===== src/rtl/unidade_mult_div.sv =====
`default_nettype none
// ============================================================================
// Module   : unidade_mult_div
// Brief    : Multi-cycle shift-add multiplier / restoring divider producing
//            the HI/LO pair for MULT, MULTU, DIV and DIVU.
// Revision : 1.0 - initial release
// ============================================================================
module unidade_mult_div #(
  parameter int WIDTH = 32
) (
  input  logic             clock,
  input  logic             reset_n,
  input  logic             start,
  input  logic [1:0]       op,
  input  logic [WIDTH-1:0] operandA,
  input  logic [WIDTH-1:0] operandB,
  output logic             busy,
  output logic             done,
  output logic             divZero,
  output logic [WIDTH-1:0] hi,
  output logic [WIDTH-1:0] lo
);

  localparam int CW = (WIDTH > 1) ? $clog2(WIDTH) : 1;

  typedef enum logic [1:0] {IDLE = 2'd0, CALC = 2'd1, FIX = 2'd2} state_t;

  state_t             state_q, state_d;
  logic [CW-1:0]      cnt;
  logic               is_div;       // op[1]: divide family
  logic               neg_res;      // product / quotient must be negated
  logic               neg_rem;      // remainder must be negated
  logic               zero_div;     // divisor was zero
  logic [WIDTH-1:0]   raw_a;        // dividend as given, for divide-by-zero
  logic [WIDTH-1:0]   opnd;         // multiplicand or divisor magnitude
  logic [2*WIDTH-1:0] acc;          // {hi_acc, multiplier} or {rem, quo}

  // operand preparation at start
  logic             is_signed, a_neg, b_neg;
  logic [WIDTH-1:0] a_mag, b_mag;

  assign is_signed = ~op[0];
  assign a_neg     = is_signed & operandA[WIDTH-1];
  assign b_neg     = is_signed & operandB[WIDTH-1];
  assign a_mag     = a_neg ? -operandA : operandA;
  assign b_mag     = b_neg ? -operandB : operandB;

  // one iteration of each algorithm
  logic [WIDTH:0]     mul_sum;
  logic [2*WIDTH-1:0] mul_next;
  logic [WIDTH:0]     div_trial;
  logic [2*WIDTH-1:0] div_next;

  // Remainder stays below the divisor, so the shifted remainder minus the
  // divisor always fits a WIDTH+1 bit signed value; bit WIDTH is the borrow.
  always_comb begin
    mul_sum   = {1'b0, acc[2*WIDTH-1:WIDTH]} + {1'b0, opnd};
    mul_next  = acc[0] ? {mul_sum, acc[WIDTH-1:1]} : {1'b0, acc[2*WIDTH-1:1]};
    div_trial = acc[2*WIDTH-1:WIDTH-1] - {1'b0, opnd};
    div_next  = {(div_trial[WIDTH] ? acc[2*WIDTH-2:WIDTH-1] : div_trial[WIDTH-1:0]),
                 acc[WIDTH-2:0], ~div_trial[WIDTH]};
  end

  // sign fixup and divide-by-zero override for the final write
  logic [2*WIDTH-1:0] prod_fix;
  logic [WIDTH-1:0]   fix_hi, fix_lo;

  always_comb begin
    prod_fix = neg_res ? -acc : acc;
    fix_hi   = prod_fix[2*WIDTH-1:WIDTH];
    fix_lo   = prod_fix[WIDTH-1:0];
    if (is_div) begin
      if (zero_div) begin
        fix_hi = raw_a;
        fix_lo = '1;
      end else begin
        fix_hi = neg_rem ? -acc[2*WIDTH-1:WIDTH] : acc[2*WIDTH-1:WIDTH];
        fix_lo = neg_res ? -acc[WIDTH-1:0] : acc[WIDTH-1:0];
      end
    end
  end

  // state register
  always_ff @(posedge clock or negedge reset_n) begin
    if (!reset_n) state_q <= IDLE;
    else          state_q <= state_d;
  end

  // next-state logic
  always_comb begin
    state_d = state_q;
    case (state_q)
      IDLE:    if (start) state_d = CALC;
      CALC:    if (cnt == '0) state_d = FIX;
      FIX:     state_d = IDLE;
      default: state_d = IDLE;
    endcase
  end

  assign busy = (state_q != IDLE);

  // datapath: latch operands, iterate, write results
  always_ff @(posedge clock or negedge reset_n) begin
    if (!reset_n) begin
      cnt      <= '0;
      is_div   <= 1'b0;
      neg_res  <= 1'b0;
      neg_rem  <= 1'b0;
      zero_div <= 1'b0;
      raw_a    <= '0;
      opnd     <= '0;
      acc      <= '0;
      done     <= 1'b0;
      divZero  <= 1'b0;
      hi       <= '0;
      lo       <= '0;
    end else begin
      done <= 1'b0;
      case (state_q)
        IDLE: begin
          if (start) begin
            cnt      <= CW'(WIDTH - 1);
            is_div   <= op[1];
            neg_res  <= a_neg ^ b_neg;
            neg_rem  <= a_neg;
            zero_div <= (operandB == '0);
            raw_a    <= operandA;
            opnd     <= op[1] ? b_mag : a_mag;
            acc      <= {{WIDTH{1'b0}}, (op[1] ? a_mag : b_mag)};
          end
        end
        CALC: begin
          acc <= is_div ? div_next : mul_next;
          if (cnt != '0) cnt <= cnt - 1'b1;
        end
        FIX: begin
          hi      <= fix_hi;
          lo      <= fix_lo;
          divZero <= is_div & zero_div;
          done    <= 1'b1;
        end
        default: ;
      endcase
    end
  end

endmodule
`default_nettype wire


===== config.mk =====
export PLATFORM = sky130hd
export DESIGN_NAME = unidade_mult_div
export DESIGN_NICKNAME = d
export VERILOG_FILES = /design/src/rtl/unidade_mult_div.sv
export SDC_FILE = /design/constraint.sdc
export NUM_CORES = 1
export LEC_CHECK = 0
export CORE_MARGIN = 2
export CORE_UTILIZATION = 25
export CTS_CLUSTER_DIAMETER = 30
export DETAILED_ROUTE_END_ITERATION = 6
export GPL_ROUTABILITY_DRIVEN = 0
export GPL_TIMING_DRIVEN = 0
export PLACE_DENSITY = 0.38
export SLEW_MARGIN = 25
export SYNTH_ARGS = -nofsm -noshare
export SYNTH_HDL_FRONTEND = slang
export SYNTH_SLANG_ARGS = --single-unit
export TNS_END_PERCENT = 5

===== constraint.sdc =====
create_clock -name clock -period 3.3 [get_ports clock]
set_clock_uncertainty 0.15 [all_clocks]
set_input_delay 0.33 -clock clock [delete_from_list [all_inputs] [get_ports clock]]
set_output_delay 0.33 -clock clock [all_outputs]
set_load 0.01 [all_outputs]

Run 1, routing congestion:
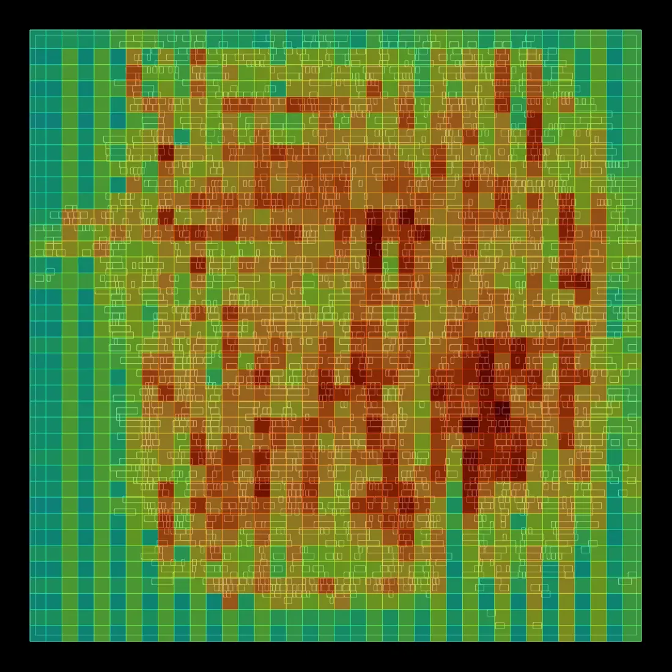
routed wire length per instance: 26.1 µm
GRT met1 Usage: 33.3%

Run 1, cell sizes after repair:
Bar = 100 µm.
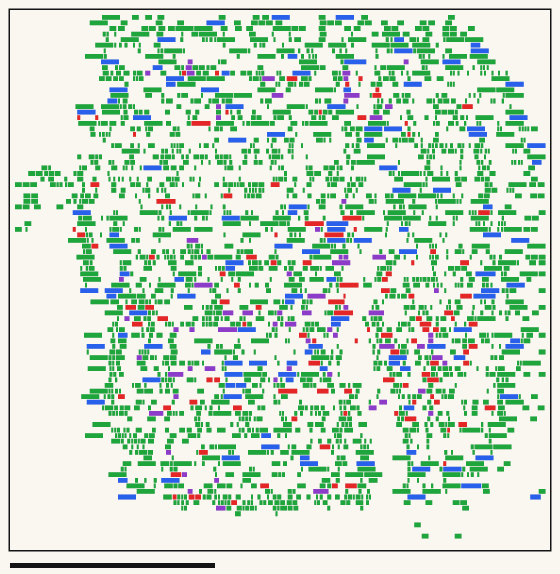
Key: x1 and smaller = green [cells 2,177]; x2 = red [cells 108]; x3 and x4 = purple [cells 68]; x6 and larger = blue [cells 122]
growth of design area from synthesis to finish: 35.2%
Signal buffers: 324
final worst slack: -0.252 ns
area of all placed cells without fillers: 22,700 µm²

Run 1, selected gate families:
Bar = 100 µm.
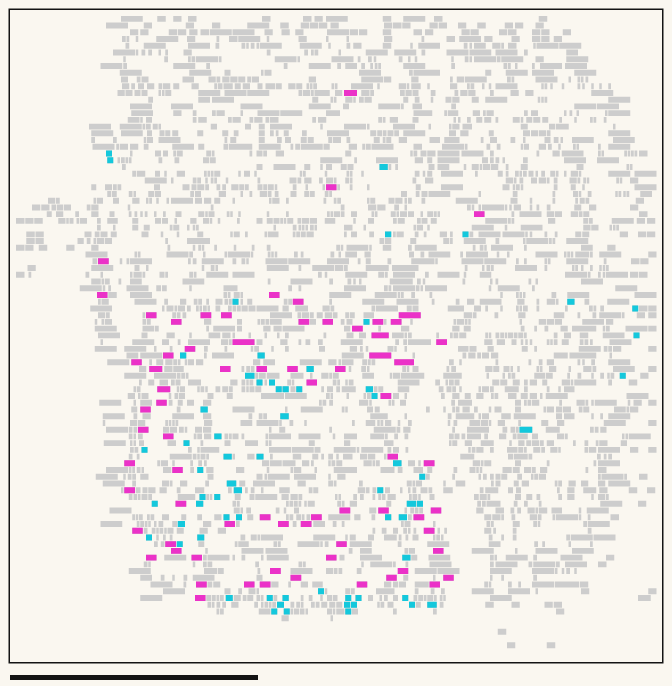
Key: non-inverting ao/oa cells = cyan [cells 66, most used a21o_1]; fa/ha/maj cells = magenta [cells 72, most used ha_1]

==> notes.md, run 1 <==
The synthesis and PnR run went through. The area taken by multi-input combinational cells is reported as roughly 11,000 µm². In this run the biggest area consumer among cell types represents between 30% and 40% of the synthesized area. Among cell families on the critical path, the largest total delay comes from simple AND/OR/NAND/NOR gates. Number of setup buffers added after CTS landed at 11. Among all flip-flop cells after synthesis, the most frequent one is dfrtp_1. The tree is rooted in a clkbuf_16. TritonCTS built the clock tree. Setup total negative slack landed at -4.98 ns. The checks that failed: setup timing. Entering global routing, the biggest net connects ~82 pins. OpenSTA lists the critical path endpoint as hi[15]. Setup repair after global routing could not meet its margin everywhere.

H-tree depth landed at 3. Total DRC errors in the routed layout landed at 0. The detailed router used layers up to and including met4.

nand2_1 is the most common cell in the netlist. The type recorded for the worst min-delay path is input port to async pin. The net count of the finished layout is roughly 2,600. Looking at the setup timing report, the critical path kind is register to register. In this run the power spent charging and discharging nets is between 10 and 15 mW. In the Yosys report the total cell count is around 2,200. Max-slew headroom at the worst pin landed at approximately 25%. Number of cells produced by synthesis landed at 2,178. According to the floorplan report, the die height is roughly 260 µm. For reference, the top logic cell family by area is AND-OR/OR-AND gates.

Number of placed cells counting well taps landed at between 3,000 and 4,000. Looking at the group totals, the largest power group turns out to be combinational cells. The global routing report lists combined usage of all routing layers as between 20% and 30%. The share of the Yosys chip area taken by registers is between 30% and 40%. Combinational power share landed at between 60% and 70%. Number of fill cells in the layout landed at 7,057. Looking at area per cell type in the netlist, the leader is dfrtp_1. Final worst setup slack landed at -0.252 ns.

Wire length of the first global-routing pass landed at around 130,000 µm. In this run the number of cells on the critical path is 10. The mapped netlist covers between 15,000 and 20,000 µm².

After synthesis, the cell types taking the most area are dfrtp_1 (31%), nand2_1 (7.4%), a21oi_1 (5.5%), xor2_1 (5.4%), ha_1 (5.2%). After clock tree synthesis, the repair step resized 128 gates. Yosys synthesis chip area landed at 16,800 µm². Count of multi-input gates landed at around 1,800. Post-synthesis share of cell area spent on and, or, nand and nor gates landed at 19.9%. From the final report, the count of setup violators was given as 53. Averaged over all synthesized cells, the footprint is 7.72 µm². In the finished design the tool counted flip-flops and latches totalling approximately 210. Routed length on met1 landed at about 39,000 µm.

Number of violations reported at the end of detailed-routing iteration 0 landed at 1,604. Via count of the first global-routing pass landed at approximately 18,000. For this block, the via count after detailed routing is between 15,000 and 20,000. On the worst path, the slowest cell contributes a delay of roughly 0.56 ns. Buffers plus inverters on the worst setup path landed at 1. STA classifies the critical path startpoint as a register.

Counting along the longest clock path gives a buffer depth of 3. Flip-flop and latch area landed at 5140 µm². In the final layout, the share of cells above drive strength 1 is between 10 and 15%. Pins over their slew limit in the final report were tallied at 0. In this run the critical register-to-register path is launched from acc[8]. Met2 wirelength from detailed routing landed at between 30,000 and 40,000 µm.

The synthesis stat section lists a flop and latch total of 205. Post-synthesis xor/xnor area fraction landed at around 9.9%. In the final report, the number of hold violations comes to 0. Per the breakdown, switching nets consume 48.1% of all power. The warning tally printed by Yosys for this design is 0. For the pin with the worst max-slew slack, the measured transition is around 1.1 ns. Leaving out fill and tap cells, the most frequent cells in the layout are nand2_1 (331), dfrtp_1 (197), nor2_1 (194), a21oi_1 (174), o21ai_0 (147). STA classifies the critical path endpoint as a register. Per the post-CTS timing run, clock transition at the registers of the reported paths is about 0.040 ns. The register with the most flip-flops in the final layout is acc. Of all nets on the critical path, the largest fanout is 8.

The horizontal die dimension reported for this design is around 260 µm. Global routing used a little under two fifths of the available met2 tracks. The initial antenna violation count was 0. The overall die size recorded for this design is roughly 69,000 µm². Per the synth stats, the proportion of register bits with asynchronous set or reset is 100%. Remaining antenna violation count after routing landed at 0. The routed design has between 80,000 and 90,000 µm of wire.

Fraction of cell area in non-clock buffers landed at about a tenth. Final cycle utilization of the critical path landed at 108%. The total area inside the core boundary comes to 66,900 µm². Hold timing on the final database bottoms out at a slack of approximately 0.12 ns. Counting only logic cells after layout, the most numerous master is nand2_1. In the log, the iteration count for the first detailed-route pass is 5. Synthesized net count landed at 2,319. Power drawn by the combinational cells landed at about 19 mW.

Worst setup slack after placement landed at -2.23 ns. The flow ran to the end, but the final reports show violations. met2 is the most crowded layer.
Run 1, placement by cell class:
Bar = 100 µm.
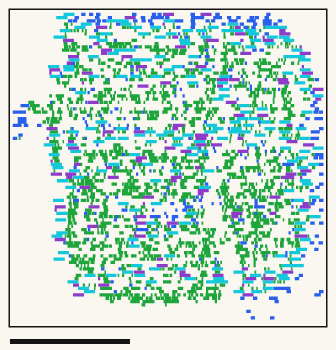

==> run 1 -> run 2 <==
--- a/config.mk
+++ b/config.mk
@@ -12,6 +12,7 @@
 export GPL_ROUTABILITY_DRIVEN = 0
 export GPL_TIMING_DRIVEN = 0
 export PLACE_DENSITY = 0.38
+export SKIP_LAST_GASP = 1
 export SLEW_MARGIN = 25
 export SYNTH_ARGS = -nofsm -noshare
 export SYNTH_HDL_FRONTEND = slang
Run 2, placement by cell class:
Bar = 100 µm.
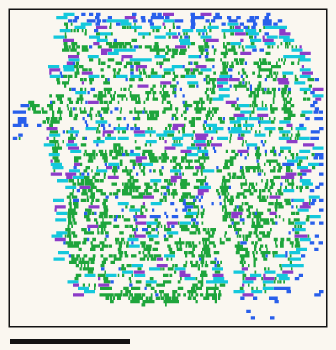
Key: sequential cells = cyan [cells 205, share of their area 24%]; clock drivers and dummy loads = purple [cells 129, share of their area 11%]; remaining logic cells = green [cells 1,816, share of their area 54%]; remaining buffers and delay cells = blue [cells 319, share of their area 11%]
fraction of area in registers: 22.8%
area of all placed cells without fillers: 22,500 µm²
Core Area: 66,900 µm²
utilization after layout: 33.7%
number of standard-cell rows in the floorplan: 95

==> run 2 against run 1 <==
  * The run still ends with setup timing left
  * Global-route usage shrank 0.062 points
  * Cell count is 0.18% lower
  * Maximum frequency rose by 0.57%
  * Sequential power hardly changed
  * Critical path type unchanged
==> notes.md, run 2 <==
The synthesis and PnR run went through. The clock tree synthesis step divided the H-tree into 3 levels. The largest register by flop count is acc. Power drawn by the combinational cells landed at about 19 mW. Met1 track demand over resource landed at about 33%. The power report shows net switching accounting for about half of the total.

Final max-slew violation count landed at 0. Final-report setup violation count landed at a little over 50. By area the synthesized netlist is led by dfrtp_1 (31%), nand2_1 (7.4%), a21oi_1 (5.5%), xor2_1 (5.4%), ha_1 (5.2%). In the synthesized netlist, the dominant kind of combinational cell is AND-OR/OR-AND gates. The sequential cells in the finished layout cover a total of 5140 µm². The transition time recorded at the tightest slew-check pin is approximately 1.1 ns.

The cell type that accounts for the most area after synthesis is dfrtp_1. Per the detail_route log, the uppermost layer with routed signals is met4. Overall routed net length landed at between 80,000 and 90,000 µm.

In the final design database the tool counted approximately 2,600 nets. Count of multi-input gates landed at ~1,700. Per the synthesis report, the XOR/XNOR share of the synthesized area is approximately a tenth. Setup slack on the critical path of the routed design comes to -0.232 ns.

The layer flagged by global routing as most heavily used is met2. TritonCTS built the clock tree. Via count landed at about 18,000.

Depth of the critical timing path with buffers and inverters included landed at 10. Max-slew headroom at the worst pin landed at between 20% and 30%. After floorplanning, the die was sized to cover just under 70,000 µm². Looking at the power breakdown, combinational cells take between 60% and 70% of the total.

Counting tap cells, the placed design contains a total of roughly 3,200 instances. Looking at the clock tree report, the root buffer type is clkbuf_16. Area growth from synthesis to final layout landed at 34.1%. Buffers plus inverters on the worst setup path landed at 1. The design has approximately 200 sequential cells.

After routing, the total negative slack on setup checks comes to -4.35 ns. In the CTS report, the clock slew at the register clock pins of the worst setup and hold paths is listed as 0.04 ns. Leaving out fill and tap cells, the most frequent cells in the layout are nand2_1 (331), dfrtp_1 (196), nor2_1 (194), a21oi_1 (174), o21ai_0 (151).

The largest part of the power goes to combinational cells. Number of fill cells in the layout landed at 7,074. Wire length of the first global-routing pass landed at between 100,000 and 150,000 µm. Number of cells in the yosys synthesis report landed at around 2,200.

The min-delay analysis places its worst path in the category input port to async pin. Synthesized net count landed at between 2,000 and 2,500. For this run, asynchronously set or reset flops after synthesis account for 100%.

Average cell area after synthesis landed at between 7 and 8 µm². First-pass iteration count of the detailed router landed at 6. OpenSTA lists the critical path endpoint as hi[15]. Chip height landed at about 260 µm.

The startpoint identified for the worst register-to-register timing path is acc[8]. The number of setup buffers added after CTS is 11. Summed over all nets, wire length on met2 after detailed routing comes to between 30,000 and 40,000 µm. The checks that failed: setup timing. For this run, the leading register cell type out of synthesis is dfrtp_1. Per the final layout report, the fraction of cells sized above drive strength 1 comes to between 10 and 15%. Once detail routing completed, the nets flagged for antenna violations numbered 0.

Via count of the first global-routing pass landed at about 18,000. Maximum number of pins on one net before global-route repair landed at 82. The worst setup path is captured at a register. Initial antenna violation count landed at 0. Fraction of post-synthesis cell area in the top cell type by area landed at 30.5%.

Post-synthesis sequential area ratio landed at roughly 31%. Post-synthesis share of cell area spent on and, or, nand and nor gates landed at between 15 and 20%. Final tally of hold violations landed at 0. Netlist area before placement landed at ~17,000 µm². The top cell type in the final layout, fill and taps aside, is nand2_1.

The flow ran to the end, but the final reports show violations. Warnings reported by Yosys during synthesis add up to 0. Count of state elements after synthesis landed at about 210. Setup repair after global routing could not meet its margin everywhere. Maximum clock insertion buffer count landed at 3.

Worst setup slack after placement landed at -2.23 ns. The final layout report lists a non-clock buffer count of around 320. Routed length on met1 landed at 38,300 µm. By startpoint and endpoint, the worst setup path is classified as register to register. In the final layout, non-clock buffers account for between 10% and 20% of the cell area. Leaving out buffers and inverters, the combinational logic in the layout accounts for about 11,000 µm².

Maximum fanout count along the critical path landed at 8.
Power is estimated from default activity; no workload was simulated.
